Design mm_interrupt_redirect, sky130hd; sources not shown.
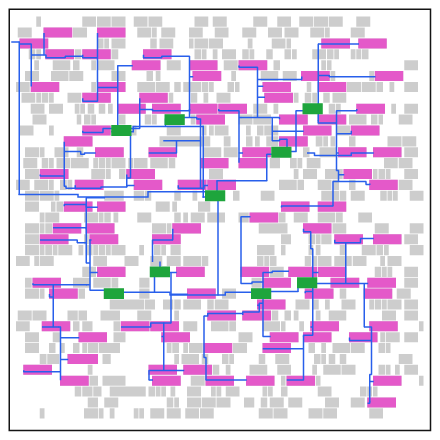
(images/clock_wires.png)
Drawn at 4 px/µm.
flip-flops: drawn in magenta, count 102. clock wires: drawn in blue, length 1180 µm. clock-net drivers: drawn in green, count 9.
Position of the flops: widely spread. There are 10 routed clock nets.
clk latency late pin: 0.36 ns
Clk network pwr share: 29.2%
Power Clock: 791 µW
Max Clock Skew: 0.01558 ns

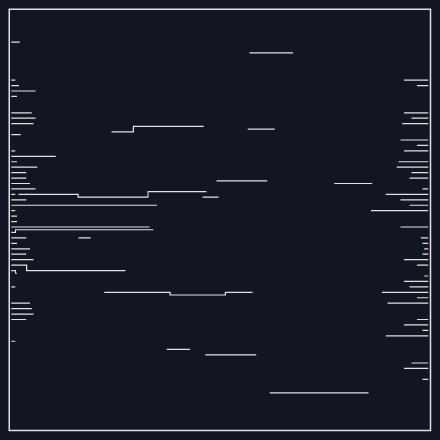
(images/m3.png)
Drawn at 4 px/µm.
The longest straight run is 36.1 µm. The layer carries 629 µm of wire.
met3 Usage GRT: 5.926%
final wirelength: 10990 µm
Vias: 3580

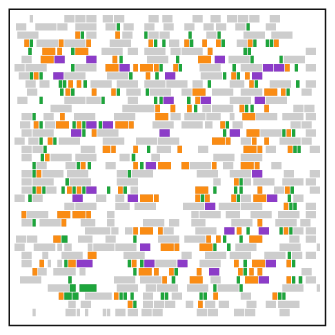
(images/gates.png)
Drawn at 3 px/µm.
mux cells: drawn in purple, cells 33, most used mux2i_1. nand cells: drawn in green, cells 135, most used nand2_1, where widely spread. aoi and oai cells: drawn in orange, cells 134, most used a21oi_1, where widely spread.
Comb area share: 33.53%
Post-Layout Cell Count: 722
most used logic cell in the final layout: clkdlybuf4s50_1

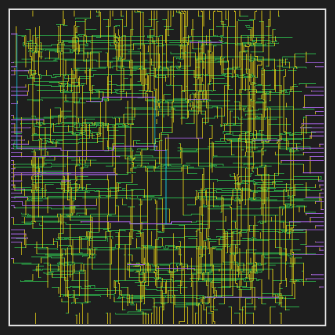
(images/layers.png)
Drawn at 3 px/µm.
M1: drawn in green, wire length 5150 µm. M3: drawn in purple, wire length 629 µm. M2: drawn in yellow, wire length 5130 µm. M4: drawn in cyan, wire length 80.2 µm.
gr usage total: 20.87%
DR WL/cell: 15.22 µm

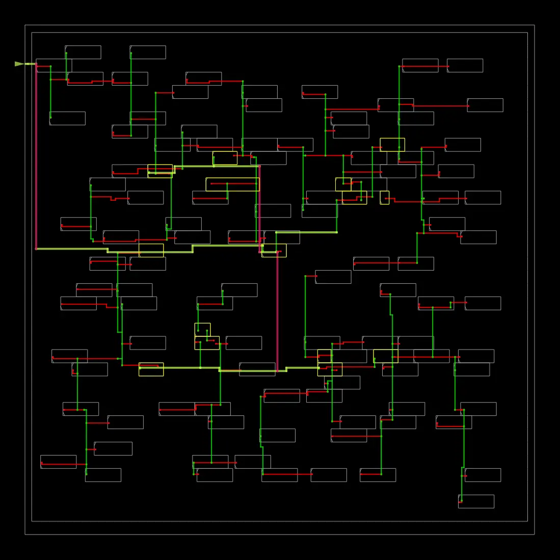
(images/clock_nets.png)
Num CTS Buffers: 9
clock sinks: 102
flop count: 102
clk_buf instances: 10

==> impl_metrics.csv <==
group,metric,value,unit
power,total_power,2713,µW
floorplan,chipArea,0.01101,mm²
sta,rsz0062_at_grt,"false",
clocking,clk_pin_slew,0.10,ns
power,intPower,1964,µW
power,power_density,468.5,mW/mm²
job,drv_cap,0,
detailed_routing,drtAntennaViolNets,0,
synth,top_cells_by_area,"dfxtp_1, a21oi_1, nand2_1",
outcome,status,"complete, no violations",
finish,lay_top_cells,"clkdlybuf4s50_1, nand2_1, dfxtp_1",
clocking,root_buffer,"clkbuf_8",
synth,synth.most_common_cell,"nand2_1",
global_route,first_global_vias,3359,
clocking,cts_hold_buf,0,
floorplan,die_y,104.9,µm
worst_setup_path,cp_max_fo,35,
worst_setup_path,worstSetupStartpointType,"flip-flop",
floorplan,row_count,37,
power,swShare,27.63,%
sta,setup_viol,0,
power,ir_drop,0.2219,mV
power,combinationalPowerShare,20.1,%
worst_hold_path,min_path_type,"reg -> reg",
place,port_buffers,136,
synth,syn_inst,472,
synth,synthArstFlopShare,0,%
finish,areaGrowthSynthToFinish,36.71,%
power,switching_power,749.7,µW
worst_setup_path,reg2reg_depth,3,
synth,syn_area,0.004237,mm²
sta,report.final.slew_viol_count,0,
sta,hold_ws,0.4569,ns
detailed_routing,drt_first_iter_violations,141,
synth,yosysTopAreaCellShare,48.20,%
sta,finalHoldViolCount,0,
synth,yosys_warnings,0,
global_route,grt_pass1_wl,17510,µm
synth,syn_avg_cell_area,8.976,µm²
worst_hold_path,hold_depth,2,
detailed_routing,drc_errors,0,
synth,ys.flops,102,
finish,diodes,0,
synth,top_cells_by_count,"nand2_1, dfxtp_1, a21oi_1",
worst_setup_path,worstSetupPathType,"reg -> reg",
sta,period_used_share,66.15,%
finish,final_util,56.36,%
clocking,postCtsSetupBuffers,0,
worst_setup_path,crit_required,3.51,ns
place,dp_slack,0.8338,ns
clocking,cts.repair.resized,0,
sta,tightest_slew,0.8860,ns
sta,setup_ws,1.117,ns
finish,nets,651,
synth,ff_type,"dfxtp_1",
clocking,cts_buffer_depth,2,
synth,ys_cells,472,
floorplan,fp_util,41.22,%
floorplan,coreArea,0.01028,mm²
job,warnings,26,
worst_setup_path,crit_path_end_kind,"flip-flop",
sta,fmaxAchievable,458.1,MHz
worst_setup_path,cp.arrival,2.39,ns
synth,ys_chip_area,0.004237,mm²
synth,yosys.area.top_type,"dfxtp_1",
synth,ys_types,28,
floorplan,io_pins,145,
place,hpwl,7295,µm
global_route,grt-ovfl-total,0,
clocking,cts_tree,"done",
global_route,antenna_found_initial,0,
floorplan,die_w,104.9,µm
detailed_routing,vias_per_cell,4.958,
global_route,grt_max_degree,75,
power,p_seq_share,50.7,%
sta,slew_headroom,40.93,%
finish,drive_gt1_share,10.75,%
synth,synth_seq_share,48.20,%
sta,tns,0,ns
power,p_leak,0.001924,µW
detailed_routing,firstDrtPassIters,5,
clocking,htree_levels,3,
sta,finalCriticalPeriod,2.183,ns
synth,edf_count,0,
worst_setup_path,rrSetupSlack,1.12,ns
-- stage by stage --
| stage | cell area [µm²] | cells |
|---|---|---|
| 3_3_place_gp | 5594 | 707 |
| 5_1_grt | 5792 | 722 |
| 2_1_floorplan | 4263 | 479 |
| 3_5_place_dp | 5594 | 707 |
| 6_report | 5792 | 722 |
| 4_1_cts | 5792 | 722 |
-- layer usage --
metal / part of all wire, % / up-vias / GRT usage [%]
met5: 0 / - / -
met4: 0.73 / 0 / 4.527
met3: 5.7 / 6 / 5.926
met2: 47 / 97 / 33.16
met1: 47 / 1672 / 26.40
li1: - / 1805 / -
-- critical path: stages, from the launching register on --
cell and delay [ns]:
dfxtp_2 0.68, mux2_4 0.56, and2_4 0.63, a211oi_2 0.14
-- final cells by class --
type / count / area (µm²)
tap: 136 / 170.2
sequential: 102 / 2043
clock buffer: 10 / 137.6
fill: 983 / 4486
clock inverter: 5 / 60.06
timing repair buffer: 145 / 1439
multi-input combinational: 324 / 1942
-- cells by family (layout without fill, tap and decap cells) --
group	count (synthesis)	in the layout	share of synthesized area, %
muxes	33	33	7.915
AOI/OAI and AO/OA	135	135	21.65
buffers and inverters	53	160	7.236
other	1	8	0.08852
and+or+nand+nor	148	148	14.91
DFF	102	102	48.20
-- power groups by stage --
stage | clock (µW) | sequential [µW] | combinational, µW
after floorplan | 0 | 1410 | 297
after global placement | 0 | 1400 | 544
after detailed placement | 0 | 1400 | 551
after CTS | 814 | 1380 | 552
after global routing | 877 | 1390 | 593
final | 791 | 1380 | 547
Power figures rest on the tool's default switching activity, not on a simulated workload.
